--- src/rtl/sc_lane_speed_gen.sv ---
// ============================================================================
// Module   : sc_lane_speed_gen
// Brief    : Multi-lane programmable tick generator with a global level shift.
//            Each lane has its own period. Pause, restart and enable controls
//            let the game FSM freeze, resynchronise or mute lanes.
// Revision : 1.0 - initial release
// ============================================================================
`default_nettype none

module sc_lane_speed_gen #(
  parameter int LANES       = 4,
  parameter int CNT_WIDTH   = 26,
  parameter int LEVEL_WIDTH = 3,
  parameter int DEF_PERIOD  = 25000000
) (
  input  logic                                      SC_VEL_CLOCK_50,
  input  logic                                      SC_VEL_RESET,
  input  logic                                      run_in,
  input  logic                                      restart_in,
  input  logic [LANES-1:0]                          lane_en_in,
  input  logic [LEVEL_WIDTH-1:0]                    level_in,
  input  logic                                      cfg_we_in,
  input  logic [((LANES > 1) ? $clog2(LANES) : 1)-1:0] cfg_lane_in,
  input  logic [CNT_WIDTH-1:0]                      cfg_period_in,
  output logic [LANES-1:0]                          tick_out,
  output logic                                      all_tick_out
);

  localparam int                   SEL_WIDTH = (LANES > 1) ? $clog2(LANES) : 1;
  localparam logic [CNT_WIDTH-1:0] DEF_VAL   = CNT_WIDTH'(DEF_PERIOD);
  localparam logic [CNT_WIDTH-1:0] ONE       = CNT_WIDTH'(1);

  logic             cfg_valid;
  logic [LANES-1:0] tick_next;
  logic             all_next;

  // Indices beyond the last lane never match any lane.
  assign cfg_valid = cfg_we_in && (32'(cfg_lane_in) < 32'(LANES));

  for (genvar i = 0; i < LANES; i++) begin : g_lane
    localparam logic [SEL_WIDTH-1:0] IDX = SEL_WIDTH'(i);

    logic [CNT_WIDTH-1:0] period;
    logic [CNT_WIDTH-1:0] cnt;
    logic [CNT_WIDTH-1:0] cnt_nx;
    logic [CNT_WIDTH-1:0] shifted;
    logic [CNT_WIDTH-1:0] eff;
    logic                 wr_hit;
    logic                 tick_nx;

    assign wr_hit  = cfg_valid && (cfg_lane_in == IDX);
    assign shifted = period >> level_in;
    // A running lane never drops to a zero period, however high the level.
    assign eff     = ((period != '0) && (shifted == '0)) ? ONE : shifted;

    always_comb begin
      cnt_nx  = cnt;
      tick_nx = 1'b0;
      if (restart_in || wr_hit) begin
        cnt_nx = '0;
      end else if (run_in && lane_en_in[i]) begin
        if (period == '0) begin
          cnt_nx = '0;
        end else if (cnt >= eff - ONE) begin
          cnt_nx  = '0;
          tick_nx = 1'b1;
        end else begin
          cnt_nx = cnt + ONE;
        end
      end
    end

    always_ff @(posedge SC_VEL_CLOCK_50 or posedge SC_VEL_RESET) begin
      if (SC_VEL_RESET) begin
        period <= DEF_VAL;
        cnt    <= '0;
      end else begin
        if (wr_hit) begin
          period <= cfg_period_in;
        end
        cnt <= cnt_nx;
      end
    end

    assign tick_next[i] = tick_nx;
  end : g_lane

  assign all_next = (|lane_en_in) && (&(tick_next | ~lane_en_in));

  always_ff @(posedge SC_VEL_CLOCK_50 or posedge SC_VEL_RESET) begin
    if (SC_VEL_RESET) begin
      tick_out     <= '0;
      all_tick_out <= 1'b0;
    end else begin
      tick_out     <= tick_next;
      all_tick_out <= all_next;
    end
  end

endmodule

`default_nettype wire

--- config.mk ---
export PLATFORM = sky130hd
export DESIGN_NAME = sc_lane_speed_gen
export DESIGN_NICKNAME = d
export VERILOG_FILES = /design/src/rtl/sc_lane_speed_gen.sv
export SDC_FILE = /design/constraint.sdc
export NUM_CORES = 1
export LEC_CHECK = 0
export CAP_MARGIN = 25
export CORE_MARGIN = 3
export CORE_UTILIZATION = 60
export DETAILED_ROUTE_END_ITERATION = 12
export GPL_ROUTABILITY_DRIVEN = 0
export PLACE_DENSITY = 0.79
export SETUP_SLACK_MARGIN = 0.5
export SLEW_MARGIN = 30
export SYNTH_ARGS = -nofsm -noshare
export SYNTH_HDL_FRONTEND = slang
export SYNTH_SLANG_ARGS = --single-unit
--- constraint.sdc ---
create_clock -name SC_VEL_CLOCK_50 -period 7.4 [get_ports SC_VEL_CLOCK_50]
set_input_delay 0.74 -clock SC_VEL_CLOCK_50 [delete_from_list [all_inputs] [get_ports SC_VEL_CLOCK_50]]
set_output_delay 0.74 -clock SC_VEL_CLOCK_50 [all_outputs]
set_load 0.01 [all_outputs]
Fig. 1: run 1, layout detail
Window x 81 to 106, y 81 to 106 um. Cells in grey, sequential cells in the stronger grey; small squares are vias.
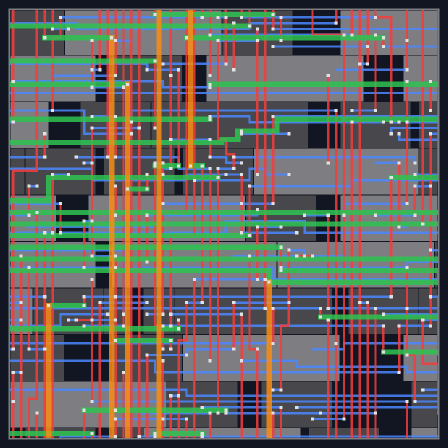
legend:
  met2:
    colour: red
  met3:
    colour: green
  met4:
    colour: orange
  met1:
    colour: blue
most frequent: mux2_2 (13), dfrtp_1 (7), dfstp_2 (5)
sequential cells in the window: 12
netlist names of flops here include: `g_lane.period` (12)
cells with their middle in the window: 29

Fig. 2: run 1, drive-strength map
Scale: 2 px per um.
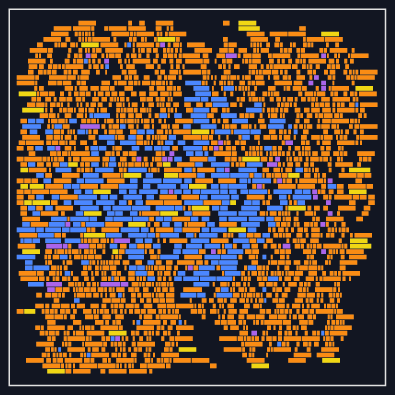
legend:
  drive 6 and up:
    colour: yellow
    cells: 42
  drive 1 or less:
    colour: orange
    cells: 1796
  drive 2:
    colour: blue
    cells: 284
  drive 3 to 4:
    colour: purple
    cells: 45

Fig. 3: run 1, sequential cells grouped by signal name
Scale: 2 px per um.
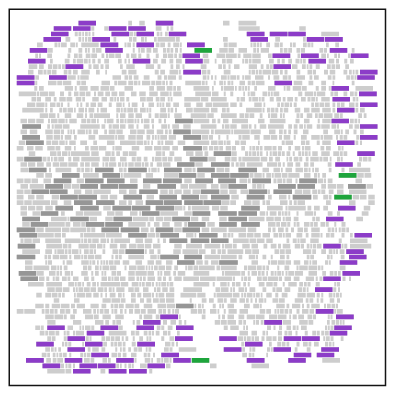
legend:
  `g_lane.cnt`:
    colour: purple
    flops: 104
    where: widely spread
  `tick_out`:
    colour: green
    flops: 4

==> deck_impl_summary.md, run 1 <==
Physical Implementation Snapshot

Critical path
  – Crit path from: level_in[1]
  – Largest fanout on the critical path: 55
  – Worst Path Arrival: 6830 ps
  – FF-to-FF Start: g_lane[2].period[15]
  – Crit. End Element: flop
  – Crit path to: g_lane[0].cnt[3]
  – Kind of critical path: input pin to flop
  – Worst R2R Path Depth: 24

Final layout
  – Final nets: 2299
  – Logic share of the area: 63.9%
  – Logic area: 0.0136 mm2
  – Storage cell area: 0.00539 mm2
  – Largest class: combinational gates
  – Finished Layout Cells: 2602
  – Layout clock area frac: 4.30%
  – Syn-to-layout area delta: 7.89%
  – Share of cells above drive strength 1: 17.1%
  – Most instantiated logic cells after routing: nand2_1 (217), o21ai_0 (172), dfrtp_1 (165), mux2_2 (143), nor2_1 (136)
  – Buffer share of cell area: 3.38%
  – Cell area after layout: 0.0213 mm2
  – Most frequent logic cell in the layout: nand2_1

Min path
  – Min-Delay Path Class: flop to flop
  – Worst hold path cell count: 1
  – Worst hold endpoint: g_lane[0].cnt[25]

Global route
  – Vias in the first global route: 16800
  – Busiest grt layer: met2
  – GR Layer Usage met3: 6.48%
  – Grt ovf: 0
  – Antenna violations before repair: 0
  – Largest net degree at the start of global routing: 138

Power and ir drop
  – Pwr/cell area: 205 mW/mm2
  – Tot Pwr: 4.36 mW
  – Leak Pwr: 9.04 nW
  – IR drop worst, VDD: 0.218 mV
  – Sequential power share: 35.5%
  – Clk pwr share: 31.6%

Floorplanning
  – Row Count: 65
  – Pre-Place Util: 61.8%
  – Die ar.: 0.0351 mm2
  – I/O Pins: 45
  – Die X-Extent: 187 um

Outcome
  – Status: finished clean

Timing
  – Final Hold Fails: 0
  – Min cycle time layout: 6390 ps
  – Min Hold Slack: 504 ps
  – Highest Clock Rate: 156 MHz
  – Max-slew violation count: 0

Logic synthesis
  – Asr flop ratio synth: 100%
  – Area leader, netlist: dfrtp_1
  – Post-Synthesis Cells: 2167
  – Syn_nets: 2319
  – Area leader share: 20.9%
  – Netlist Area Pre-Place: 0.0198 mm2
  – Synthesis Warnings: 0
  – Area contributors post-synth: dfrtp_1 (21%), mux2_2 (8.2%), ha_1 (7.1%)
  – Xor+xnor area frac: 4.79%
  – Post-Synth AOI/OAI Area: 16.4%
  – Most frequent cell after synthesis: nand2_1
  – Synth top cells by count: nand2_1 (218), o21ai_0 (172), dfrtp_1 (165)
  – Yosys stat cell total: 2167
  – Most used DFF post-synth: dfrtp_1
  – Top logic family: multiplexers

Place
  – Pre-CTS WS: 341 ps
  – Post-DP HPWL: 37.9 mm
  – Placed Area: 0.0204 mm2

Clock network
  – Post CTS Setup Buffer Count: 0
  – Maximum clock path buffer count: 3
  – H-tree Lvls: 1
  – Clk ins delay skew pair: 570 ps
  – CTS tree: yes
  – # hold bufs at CTS: 0

Route
  – Drc violations: 0
  – Post-route ant nets: 0
  – DR top layer: met4
  – DRT iter0 DRCs: 1782
  – Final WL: 52.8 mm
  – Via count: 17500
  – Wire per inst: 20.3 um
  – Number of vias per cell: 6.73
  – Drt first pass iters: 7
  – Met3 wire len: 4.59 mm

Job
  – Tool Warnings: 28
  – Number of max-cap violations: 0
[run 1: worst max-delay path, stage by stage]
cell and delay (ps):
buf_6 420, buf_4 560, mux4_2 620, mux2i_1 260, nand4b_1 200, nand3b_1 250, nor4b_2 370, a31oi_1 210
ha_1 270, and2_1 160, nand3_1 150, nor2_2 90, nand2_1 160, or4_4 170, a21oi_1 50, xor2_1 150
ha_1 290, nand3_1 90, or3_1 410, nor2_1 120, o21ai_0 90, a41o_1 250, nand4_1 80, buf_4 280
nor2b_1 70, o21ai_0 180, o31ai_1 100
[run 1: power by group through the flow]
stage,clock [mW],sequential [mW],combinational [mW]
after floorplan,0,1.44,1.17
after global placement,0,1.54,1.36
after detailed placement,0,1.55,1.41
after CTS,1.40,1.54,1.42
after global routing,1.44,1.57,1.58
final,1.38,1.55,1.43
Fig. 4: run 1, signal wires on met2
Scale: 2 px per um.
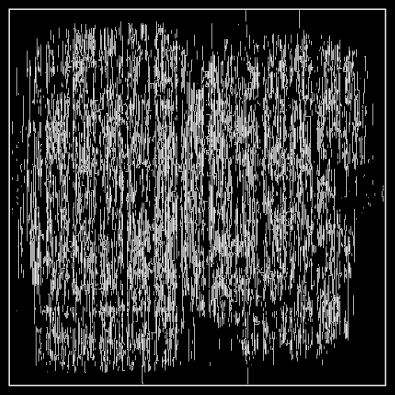

==> run 2: changes to the inputs <==
- CORE_MARGIN: 3 -> default
Fig. 5: run 2, signal wires on met2
Scale: 2 px per um.
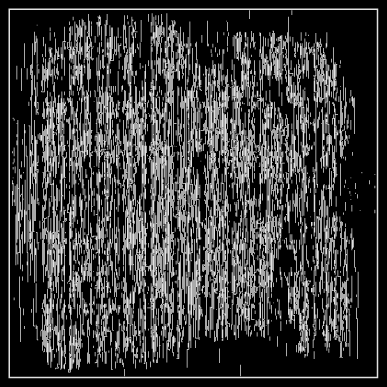
wire length on this layer: 24.5 mm
share of all routed wire: 46%
nets with wire on the layer: 1966

Fig. 6: run 2, layout detail
Window x 79 to 104, y 79 to 104 um. Cells in grey, sequential cells in the stronger grey; small squares are vias.
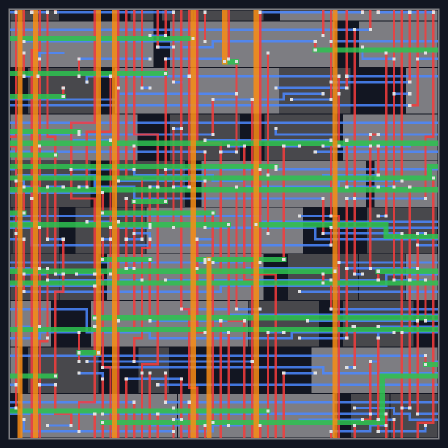
legend:
  met1:
    colour: blue
  met3:
    colour: green
  met2:
    colour: red
  met4:
    colour: orange
sequential cells in the window: 13
most frequent: mux2_2 (14), dfrtp_1 (8), dfstp_2 (5)
netlist names of flops here include: `g_lane.period` (13)
cells with their middle in the window: 32

==> run 2 against run 1 <==
Against the previous run: sequential share of layout area about the same; global-route usage up 2.2 points; critical path type unchanged; largest power group unchanged; register-to-register slack better by 20 ps; combinational power about the same.
==> deck_impl_summary.md, run 2 <==
Physical Implementation Snapshot

Timing
  – Highest Clock Rate: 153 MHz (was 156 MHz)
  – Max-slew violation count: 0 (unchanged)
  – Slew HR: 40.7% (was 44.4%)
  – Period utilization: 88.6% (was 86.4%)
  – Min Hold Slack: 522 ps (was 504 ps)
  – Final Hold Fails: 0 (unchanged)
  – Post-route setup slack: 845 ps (was 1010 ps)
  – RSZ-0062 raised after global routing: no (unchanged)
  – Clk_skew: 14.0 ps (about the same)
  – Final setup fails: 0 (unchanged)
  – Total Neg Setup Slack: 0 ps (unchanged)
  – Slew @ Worst Pin: 890 ps (was 833 ps)
  – Min cycle time layout: 6550 ps (was 6390 ps)

Critical path
  – Kind of critical path: input pin to flop (unchanged)
  – Reg2reg setup slack: 1400 ps (was 1380 ps)
  – Delay-heaviest family, CP: simple AND/OR/NAND/NOR gates (unchanged)
  – Worst R2R Path Depth: 25 (was 24)
  – Buf/Inv on CP: 6 (was 3)
  – Crit. End Element: flop (unchanged)
  – Most common cell on crit path: nor2_1
  – FF-to-FF Start: g_lane[1].period[6] (was g_lane[2].period[15])
  – Reg2reg end: g_lane[1].cnt[9] (was g_lane[2].cnt[6])
  – Largest fanout on the critical path: 60 (was 55)
  – Worst Path Arrival: 7050 ps (was 6830 ps)
  – Worst Path Required: 7890 ps (was 7840 ps)
  – Startpoint Class: input pin (unchanged)
  – Crit path largest cell delay: 420 ps (was 620 ps)
  – Crit-path slowest cell: buf_4 (was mux4_2)

Final layout
  – ANT cells: 0 (unchanged)
  – Post-layout util: 65.7% (was 66.7%)
  – Most frequent logic cell in the layout: nand2_1 (unchanged)
  – Largest regs: g_lane.cnt: 104 flops, g_lane.period: 104 flops, tick_out: 4 flops (unchanged)
  – Final nets: 2301 (was 2299)
  – Logic area: 0.0136 mm2 (about the same)
  – Finished Layout Cells: 2612 (was 2602)
  – Share of cells above drive strength 1: 17.1% (about the same)
  – Most instantiated logic cells after routing: nand2_1 (217), o21ai_0 (172), dfrtp_1 (165), mux2_2 (143), nor2_1 (136) (unchanged)
  – Fillers: 2589 (was 2515)
  – Storage cell area: 0.00539 mm2 (unchanged)
  – Cell area after layout: 0.0213 mm2 (about the same)
  – Syn-to-layout area delta: 7.94% (was 7.89%)

Logic synthesis
  – Yosys stat cell total: 2167 (unchanged)
  – Seq share, synth: 27.3% (unchanged)
  – Syn_nets: 2319 (unchanged)
  – Post-synth EDFFs: 0 (unchanged)
  – Synthesized area per cell: 9.11 um2 (unchanged)
  – FA/HA/MAJ Cells, Area Fraction: 7.09% (unchanged)
  – Asr flop ratio synth: 100% (unchanged)
  – Most frequent cell after synthesis: nand2_1 (unchanged)
  – Area contributors post-synth: dfrtp_1 (21%), mux2_2 (8.2%), ha_1 (7.1%) (unchanged)
  – Synth top cells by count: nand2_1 (218), o21ai_0 (172), dfrtp_1 (165) (unchanged)
  – Yosys stat chip area: 0.0198 mm2 (unchanged)
  – Registers, synthesis: 213 (unchanged)
  – Most used DFF post-synth: dfrtp_1 (unchanged)
  – Simple-gate share of the synthesized area: 19.3% (unchanged)
  – Netlist Area Pre-Place: 0.0198 mm2 (unchanged)
  – Post-Synth AOI/OAI Area: 16.4% (unchanged)
  – Post-Synthesis Cells: 2167 (unchanged)
  – Distinct cells, synth: 95 (unchanged)
  – Xor+xnor area frac: 4.79% (unchanged)
  – Top logic family: multiplexers (unchanged)
  – Mux share: 21.3% (unchanged)
  – Area leader, netlist: dfrtp_1 (unchanged)
  – Area leader share: 20.9% (unchanged)
  – Synthesis Warnings: 0 (unchanged)

Power and ir drop
  – Leak Pwr: 9.04 nW (about the same)
  – Sw Share: 35.4% (was 35.3%)
  – IR drop worst, VDD: 0.224 mV (was 0.218 mV)
  – Clk pwr share: 31.1% (was 31.6%)
  – Sequential power share: 35.8% (was 35.5%)
  – Logic pwr share: 33.2% (was 32.9%)
  – Tot Pwr: 4.33 mW (was 4.36 mW)
  – Pint: 2.80 mW (was 2.82 mW)
  – Pwr/cell area: 203 mW/mm2 (was 205 mW/mm2)
  – Clk power: 1.35 mW (was 1.38 mW)
  – Net load switching power: 1.53 mW (was 1.54 mW)
  – Combinational power: 1.44 mW (was 1.43 mW)
  – Top pwr grp: sequential cells (unchanged)
  – Flop+latch power: 1.55 mW (about the same)

Global route
  – Busiest grt layer: met2 (unchanged)
  – Grt ovf: 0 (unchanged)
  – Met1 usage: 43.0% (was 41.0%)
  – GRT Total Usage: 31.7% (was 29.5%)
  – Vias in the first global route: 16800 (about the same)
  – GR Layer Usage met3: 6.20% (was 6.48%)
  – Largest net degree at the start of global routing: 143 (was 138)
  – Antenna violations before repair: 0 (unchanged)
  – GR Layer Usage met2: 50.7% (was 46.6%)
  – First-pass GRT wire length: 86.8 mm (was 87.2 mm)

Min path
  – Hold_sp: g_lane[0].cnt[25] (unchanged)
  – Min-Delay Path Class: flop to flop (unchanged)
  – Worst hold endpoint: g_lane[0].cnt[25] (unchanged)
  – Worst hold path cell count: 1 (unchanged)

Clock network
  – Maximum clock path buffer count: 3 (unchanged)
  – Post CTS Setup Buffer Count: 0 (unchanged)
  – CTS tree: yes (unchanged)
  – H-tree Lvls: 1 (unchanged)
  – Reg clk slew, reported paths: 60 ps (about the same)
  – Total CTS buffers: 27 (was 26)
  – Clk ins delay skew pair: 580 ps (was 570 ps)
  – # hold bufs at CTS: 0 (unchanged)
  – Root buffer cell: clkbuf_16 (unchanged)
  – Sink Count: 213 (unchanged)

Place
  – Pre-CTS WS: 193 ps (was 341 ps)
  – Cell total after placement: 2562 (was 2554)
  – Placed Area: 0.0204 mm2 (about the same)
  – Post-DP HPWL: 37.9 mm (about the same)
  – I/O Buffers: 44 (unchanged)

Route
  – DR top layer: met4 (unchanged)
  – Met2 WL: 24.5 mm (was 24.1 mm)
  – Number of vias per cell: 6.70 (was 6.73)
  – Met3 wire len: 4.06 mm (was 4.59 mm)
  – DRT iter0 DRCs: 1528 (was 1782)
  – Final WL: 53.0 mm (was 52.8 mm)
  – Post-route ant nets: 0 (unchanged)
  – Drt first pass iters: 5 (was 7)
  – Via count: 17500 (about the same)
  – Drc violations: 0 (unchanged)
  – M1 WL: 22.8 mm (was 22.6 mm)
  – Wire per inst: 20.3 um (about the same)

Outcome
  – Status: finished clean (unchanged)

Floorplanning
  – Area of the core: 0.0325 mm2 (was 0.0320 mm2)
  – Die ar.: 0.0336 mm2 (was 0.0351 mm2)
  – Die Ht: 183 um (was 187 um)
  – Pre-Place Util: 60.9% (was 61.8%)
  – Die X-Extent: 183 um (was 187 um)
  – Row Count: 66 (was 65)
  – I/O Pins: 45 (unchanged)

Job
  – Number of max-cap violations: 0 (unchanged)
  – Tool Warnings: 28 (unchanged)
## run 2: area by class of cell
type                       instances  area share [%]
multi-input combinational       1799            63.9
sequential                       213            25.3
clock buffer                      43            3.78
timing repair buffer              78            3.40
tap                              442            2.59
inverter                          30           0.604
clock inverter                     7           0.470
## run 2: worst max-delay path by stage
stage	start	to	slack [ps]	depth (start not counted)
CTS	level_in[1]	g_lane[1].cnt[6]	780	26
global placement	level_in[1]	g_lane[1].cnt[9]	440	26
detailed placement	level_in[1]	g_lane[1].cnt[6]	190	26
global route	level_in[1]	g_lane[1].cnt[5]	510	27
floorplan	SC_VEL_RESET	all_tick_out	920	1
finish	level_in[1]	g_lane[1].cnt[9]	850	27
## run 2: what timing repair did
action,4_1_cts,5_1_grt
endpoints found under the setup margin,0,43
resized,0,6
hold endpoints to repair,0,0
Fig. 7: run 2, track usage over the die
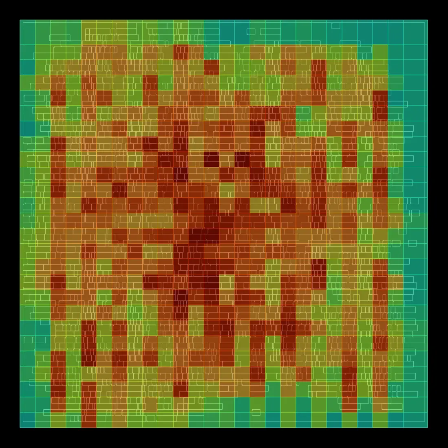

==> run 3: changes to the inputs <==
- MAX_ROUTING_LAYER: default -> met4
Fig. 8: run 3, track usage over the die
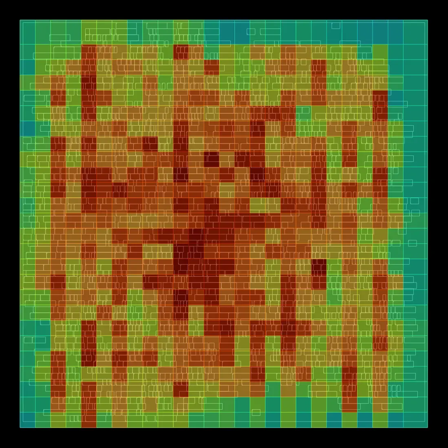
GR Layer Usage met3: 6.06%
busiest grt layer: met2
met1 usage: 43.2%
GR Layer Usage met2: 50.7%
post-layout util: 65.7%

==> run 3 against run 2 <==
Against the previous run: synthesized area did not move; global-route usage grew 0.98 points; worst hold slack improved by 4.5 ps; routed wire length is essentially flat; clock skew increased by 0.83 ps; final cell count stayed put; worst setup slack improved by 45 ps; clock-buffer cell count unchanged; sequential cell count is the same; largest power group unchanged; die area stayed put; via count rose by 0.61%.
==> deck_impl_summary.md, run 3 <==
Physical Implementation Snapshot

Outcome
  – Status: finished clean (unchanged)

Timing
  – Max-slew violation count: 0 (unchanged)
  – Post-route setup slack: 890 ps (was 845 ps)
  – Clk_skew: 14.8 ps (was 14.0 ps)
  – Slew @ Worst Pin: 875 ps (was 890 ps)
  – Slew HR: 41.5% (was 40.7%)
  – Total Neg Setup Slack: 0 ps (unchanged)
  – Final setup fails: 0 (unchanged)
  – Highest Clock Rate: 154 MHz (was 153 MHz)
  – Final Hold Fails: 0 (unchanged)

Clock network
  – Maximum clock path buffer count: 3 (unchanged)
  – Sink Count: 213 (unchanged)
  – Total CTS buffers: 27 (unchanged)
  – Clk ins delay skew pair: 580 ps (about the same)
  – CTS tree: yes (unchanged)
  – Post CTS Setup Buffer Count: 0 (unchanged)
  – H-tree Lvls: 1 (unchanged)
  – # hold bufs at CTS: 0 (unchanged)

Critical path
  – Largest fanout on the critical path: 60 (unchanged)
  – Worst path depth: 27 (unchanged)
  – Worst Path Required: 7890 ps (about the same)
  – FF-to-FF Start: g_lane[1].period[6] (unchanged)
  – Crit-path slowest cell: buf_4 (unchanged)
  – Crit path from: level_in[1] (unchanged)
  – Crit. End Element: flop (unchanged)
  – Reg2reg end: g_lane[1].cnt[9] (unchanged)
  – Worst Path Arrival: 7000 ps (was 7050 ps)
  – Kind of critical path: input pin to flop (unchanged)
  – Delay-heaviest family, CP: simple AND/OR/NAND/NOR gates (unchanged)
  – Worst R2R Path Depth: 25 (unchanged)
  – Buf/Inv on CP: 6 (unchanged)
  – Startpoint Class: input pin (unchanged)

Min path
  – Worst hold endpoint: g_lane[0].cnt[25] (unchanged)
  – Hold_sp: g_lane[0].cnt[25] (unchanged)
  – Min-Delay Path Class: flop to flop (unchanged)
  – Worst hold path cell count: 1 (unchanged)

Logic synthesis
  – Synthesized area per cell: 9.11 um2 (unchanged)
  – Most frequent cell after synthesis: nand2_1 (unchanged)
  – Distinct cells, synth: 95 (unchanged)
  – Area leader share: 20.9% (unchanged)
  – Post-Synthesis Cells: 2167 (unchanged)
  – Syn_nets: 2319 (unchanged)
  – Post-synth EDFFs: 0 (unchanged)
  – Yosys stat cell total: 2167 (unchanged)
  – Synth top cells by count: nand2_1 (218), o21ai_0 (172), dfrtp_1 (165) (unchanged)
  – Area leader, netlist: dfrtp_1 (unchanged)
  – Asr flop ratio synth: 100% (unchanged)
  – Most used DFF post-synth: dfrtp_1 (unchanged)
  – Seq share, synth: 27.3% (unchanged)
  – Netlist Area Pre-Place: 0.0198 mm2 (unchanged)
  – Area contributors post-synth: dfrtp_1 (21%), mux2_2 (8.2%), ha_1 (7.1%) (unchanged)

Power and ir drop
  – Net load switching power: 1.53 mW (about the same)
  – Combinational power: 1.44 mW (about the same)
  – Flop+latch power: 1.55 mW (about the same)
  – Sequential power share: 35.8% (about the same)
  – Sw Share: 35.4% (about the same)
  – Logic pwr share: 33.2% (about the same)
  – IR drop worst, VDD: 0.223 mV (was 0.224 mV)
  – Top pwr grp: sequential cells (unchanged)
  – Tot Pwr: 4.33 mW (about the same)
  – Clk power: 1.34 mW (was 1.35 mW)
  – Pint: 2.80 mW (about the same)
  – Pwr/cell area: 203 mW/mm2 (about the same)

Route
  – Final WL: 53.0 mm (about the same)
  – Number of vias per cell: 6.74 (was 6.70)
  – M1 WL: 22.8 mm (about the same)
  – Drt first pass iters: 6 (was 5)
  – Via count: 17600 (was 17500)
  – Post-route ant nets: 0 (unchanged)
  – DRT iter0 DRCs: 1622 (was 1528)
  – Met3 wire len: 4.07 mm (was 4.06 mm)
  – Drc violations: 0 (unchanged)
  – DR top layer: met4 (unchanged)
  – Wire per inst: 20.3 um (about the same)

Final layout
  – Finished Layout Cells: 2612 (unchanged)
  – Cell area after layout: 0.0213 mm2 (unchanged)
  – Final nets: 2301 (unchanged)
  – ANT cells: 0 (unchanged)
  – Largest regs: g_lane.cnt: 104 flops, g_lane.period: 104 flops, tick_out: 4 flops (unchanged)
  – Logic area: 0.0136 mm2 (unchanged)
  – Most instantiated logic cells after routing: nand2_1 (217), o21ai_0 (172), dfrtp_1 (165), mux2_2 (143), nor2_1 (136) (unchanged)
  – Storage cell area: 0.00539 mm2 (unchanged)
  – Most frequent logic cell in the layout: nand2_1 (unchanged)
  – Fillers: 2589 (unchanged)
  – Share of cells above drive strength 1: 17.1% (unchanged)
  – Syn-to-layout area delta: 7.94% (unchanged)

Global route
  – Largest net degree at the start of global routing: 143 (unchanged)
  – First-pass GRT wire length: 86.8 mm (about the same)
  – Grt ovf: 0 (unchanged)
  – Vias in the first global route: 16800 (about the same)

Floorplanning
  – Die ar.: 0.0336 mm2 (unchanged)
  – Row Count: 66 (unchanged)
  – Area of the core: 0.0325 mm2 (unchanged)
  – Die Ht: 183 um (unchanged)
  – Die X-Extent: 183 um (unchanged)

Job
  – Tool Warnings: 28 (unchanged)

Place
  – I/O Buffers: 44 (unchanged)
  – Placed Area: 0.0204 mm2 (unchanged)
  – Pre-CTS WS: 193 ps (unchanged)
  – Cell total after placement: 2562 (unchanged)
Fig. 9: run 3, drive-strength map
Scale: 2 px per um.
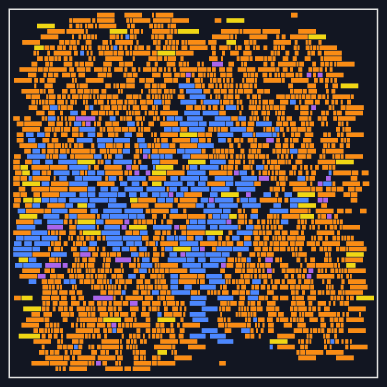
legend:
  drive 2:
    colour: blue
    cells: 283
  drive 3 to 4:
    colour: purple
    cells: 43
  drive 6 and up:
    colour: yellow
    cells: 45
  drive 1 or less:
    colour: orange
    cells: 1799

run 3: cell counts after synthesis:
No cell type changed its count.
run 3: kinds of logic (layout without fill, tap and decap cells):
group / after synthesis / after routing / synth area share (%)
fa+ha+maj: 112 / 112 / 7.09
mux: 322 / 322 / 21.3
buf+inv: 155 / 158 / 3.86
flops: 213 / 213 / 27.3
simple gates: 756 / 756 / 19.3
xor+xnor: 108 / 108 / 4.79
compound gates: 501 / 501 / 16.4
run 3: area by class of cell:
| cell class | count | share of cell area (%) |
|---|---|---|
| clock buffers | 43 | 3.78 |
| clock inverters | 7 | 0.470 |
| inverters | 30 | 0.604 |
| multi-input cells | 1799 | 63.9 |
| flip-flops and latches | 213 | 25.3 |
| well taps | 442 | 2.59 |
| repair buffers | 78 | 3.40 |
Power is estimated from default activity; no workload was simulated.
